==> config.mk <==
export PLATFORM = sky130hd
export DESIGN_NAME = reflet_gpio_port
export DESIGN_NICKNAME = d
export VERILOG_FILES = /design/src/rtl/reflet_gpio_port_pkg.sv /design/src/rtl/reflet_sync2.sv /design/src/rtl/reflet_gpio_port.sv
export SDC_FILE = /design/constraint.sdc
export NUM_CORES = 1
export LEC_CHECK = 0
export CORE_MARGIN = 3
export CORE_UTILIZATION = 34
export DETAILED_ROUTE_END_ITERATION = 10
export GPL_TIMING_DRIVEN = 0
export PLACE_DENSITY = 0.61
export SYNTH_ARGS = -nofsm -noshare
export SYNTH_HDL_FRONTEND = slang
export SYNTH_SLANG_ARGS = --single-unit
export TNS_END_PERCENT = 30
==> constraint.sdc <==
create_clock -name clk -period 1.9 [get_ports clk]
set_input_delay 0.38 -clock clk [delete_from_list [all_inputs] [get_ports clk]]
set_output_delay 0.38 -clock clk [all_outputs]
set_load 0.01 [all_outputs]
### Clock wiring as the flow saved it

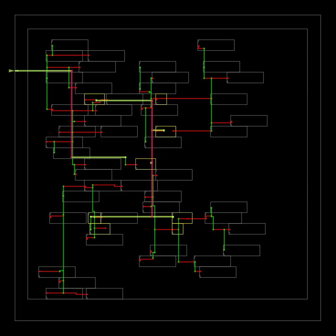
clock skew: 3.23 ps
clock buffers: 5
CTS Buf Count: 5

### Routed metal, one colour a layer

Bar = 20 um. Only two layers are drawn.
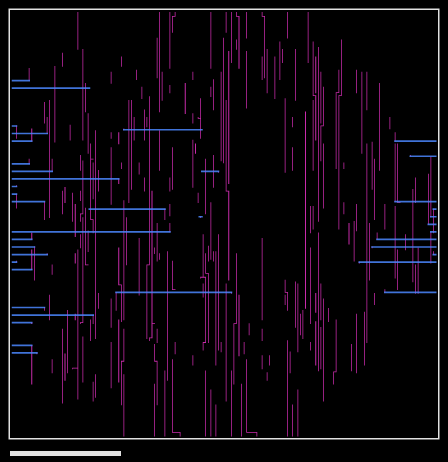
Blue marks metal 3, wire length 261 um. Magenta marks metal 2, wire length 1,910 um.
gr usage total: 13.6%
routed len/inst: 15.8 um
vias: 1,025

### Placement by cell class

Fill, decap, tap and diode cells in grey.
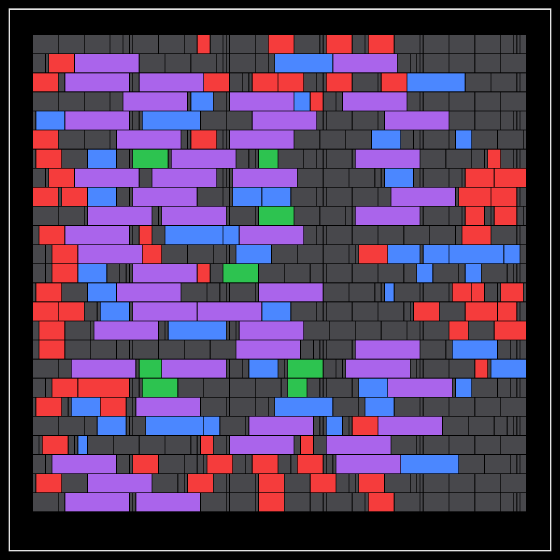
Red marks remaining buffers and delay cells, cells 66, share of their area 26%. Blue marks combinational and other logic, cells 42, share of their area 21%. Purple marks sequential cells, cells 48, share of their area 49%. Green marks clock drivers and dummy loads, cells 8, share of their area 3.8%.
sequential share of cell area: 47.6%
post-layout util: 52.7%
Placeable Area: 4790 um2
Final Cell Area: 2520 um2
Cell Rows: 25

### M1 wires

Bar = 20 um.
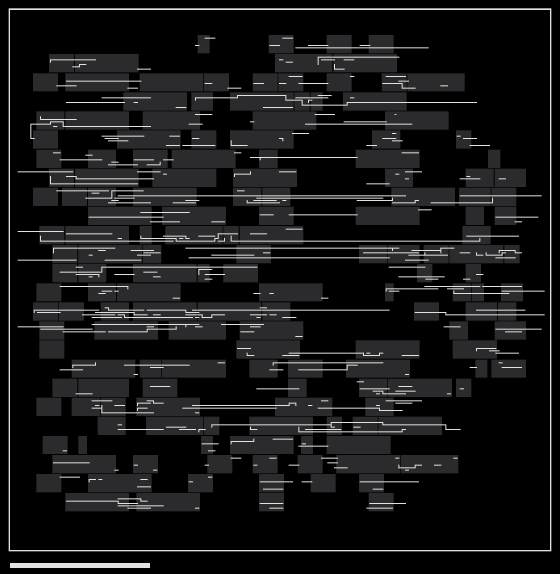
166 nets have wire on it. The longest straight run is 40.9 um. The wires run mostly horizontal. The layer carries 1,420 um of wire. The layer holds 39% of the routed length.
DRT Wirelength: 3650 um
GR Util met1: 15.0%

==> impl_metrics.toml <==
# synthesis and place-and-route metrics
[clock_tree]
clk_latency_ps = 290
clkSinkCount = 48
root_buffer = "clkbuf_8"
ctsHoldBuffers = 0
cts_max_level = 2
clk_pin_slew_ps = 80
cts_buffer_depth = 2

[synthesis]
common_cells = "48 x dfrtp_1, 16 x mux2_2, 9 x nor2b_1"
yosysMostFrequentCell = "dfrtp_1"
yosys-stat-cells = 93
edf_count = 0
syn-num-nets = 128
ys_seq_share_pct = 70.2
ys_chip_area_um2 = 1710
synth.distinct_cells = 15
yosys_warnings = 0
synth_area_leader_cell = "dfrtp_1"
netlist.area_leader.share_pct = 70.2
ff_type = "dfrtp_1"
area_leaders = "dfrtp_1 70%, mux2_2 11%, mux4_2 11%"
synth_flops = 48
synthCells = 93
async_reset_ff_share_pct = 100
avgSynthCellArea_um2 = 18.4
syn-cell-area_um2 = 1710

[floorplan]
die_x_um = 77.0
ioPinCount = 59

[power]
leakage_uw = 0.00114
p_sw_share_pct = 22.5
finalPower_uw = 1890
ir_drop_uv = 582
power.switching_uw = 426
p_int_uw = 1470
power_density_nw_per_um2 = 751
clkPwrFrac_pct = 31.1
p_comb_share_pct = 11.2
p_seq_share_pct = 57.7

[flow_run]
maxCapViolCount = 0

[sta]
fmax_mhz = 544
worst_slack_ps = 62.5
period_needed_ps = 1840
whs_ps = 256
finalClockPeriodUsage_pct = 96.7
setup_viol = 0
slew_violations = 0
tightest_slew_ps = 284
finalHoldViolCount = 0
relSlewSlack_pct = 81.1

[detailed_routing]
drc = 0
antenna_left = 0
drt_iter0_markers = 9

[placement]
io_buffers = 56
place_ws_ps = -787
place_inst = 217

[min_path]
hold_path.class = "input port to asynchronous set/reset pin"

[global_route]
grt_antenna_before_repair = 0
grt_pass1_wl_um = 6010
grt_pass1_vias = 1211

[setup_path]
required_ps = 1520
r2r_slack_ps = 1110
crit_fanout = 3
path_class = "flip-flop to primary output"
critPathCaptureType = "primary output"
cp_data_arrival_time_ps = 1460
critPathLaunchType = "flip-flop"

[layout]
stdcell_count = 231
fin_nets = 198
drive_gt1_share_pct = 36.0
n_antenna_cell = 0

[run_status]
outcome = "complete, no violations"
critical path: stages, from the launching register on:
cell	delay [ps]
dfrtp_1	410
mux4_2	480
nor2b_4	140
buf_2	130
cells in the final DEF, fill, tap and decap left out:
cell type / count
nand3_2: 1
and4bb_1: 1
buf_12: 1
and3_1: 1
dlygate4sd2_1: 2
dlymetal6s2s_1: 4
nor2b_2: 1
buf_2: 9
nor2_2: 2
clkinv_4: 1
mux2_2: 16
nor2b_1: 6
buf_4: 5
clkdlybuf4s50_1: 42
mux4_2: 8
nor4_4: 1
dfrtp_1: 48
inv_2: 1
clkbuf_8: 5
clkinvlp_4: 2
nor2b_4: 2
nand3_4: 1
nand2_1: 1
buf_6: 3
area by class of cell:
cell class	instances	area (um2)	area share [%]
plain buffers	3	23.8	0.942
clock buffers	5	68.8	2.73
clock inverters	3	23.8	0.942
inverters	1	3.75	0.149
multi-input cells	41	518	20.5
flip-flops and latches	48	1200	47.6
well taps	67	83.8	3.32
repair buffers	63	601	23.8
metal layers:
metal	vias up	GRT usage (%)	part of all wire [%]
li1	464	-	-
met1	516	15.0	39
met2	39	23.9	52
met3	6	5.16	7.1
met4	0	4.89	1.4
met5	-	0	0
power groups by stage:
stage	Sequential (uW)	Clock, uW	Combinational, uW
floorplan	1110	0	73.1
global placement	1110	0	196
detailed placement	1110	0	207
CTS	1090	617	213
global route	1100	660	231
finish	1090	590	212
what timing repair did:
action | 4_1_cts | 5_1_grt
endpoints found under the setup margin | 8 | 8
cloned | 0 | 0
pin swaps | 3 | 3
setup buffers | 4 | 2
resized | 39 | 9
cells by family after synthesis:
family | share of synthesized area, %
flip-flops | 70.2
AND/OR/NAND/NOR | 7.16
multiplexers | 21.1
buffers and inverters | 1.61
metrics by stage:
step	TNS (ps)	cell area, um2
after global placement	-25900	2360
after detailed placement	-7430	2380
after global routing	-8.28	2520
final	0	2520
after CTS	-75.2	2490
after floorplan	0	1710
Power is estimated from default activity; no workload was simulated.
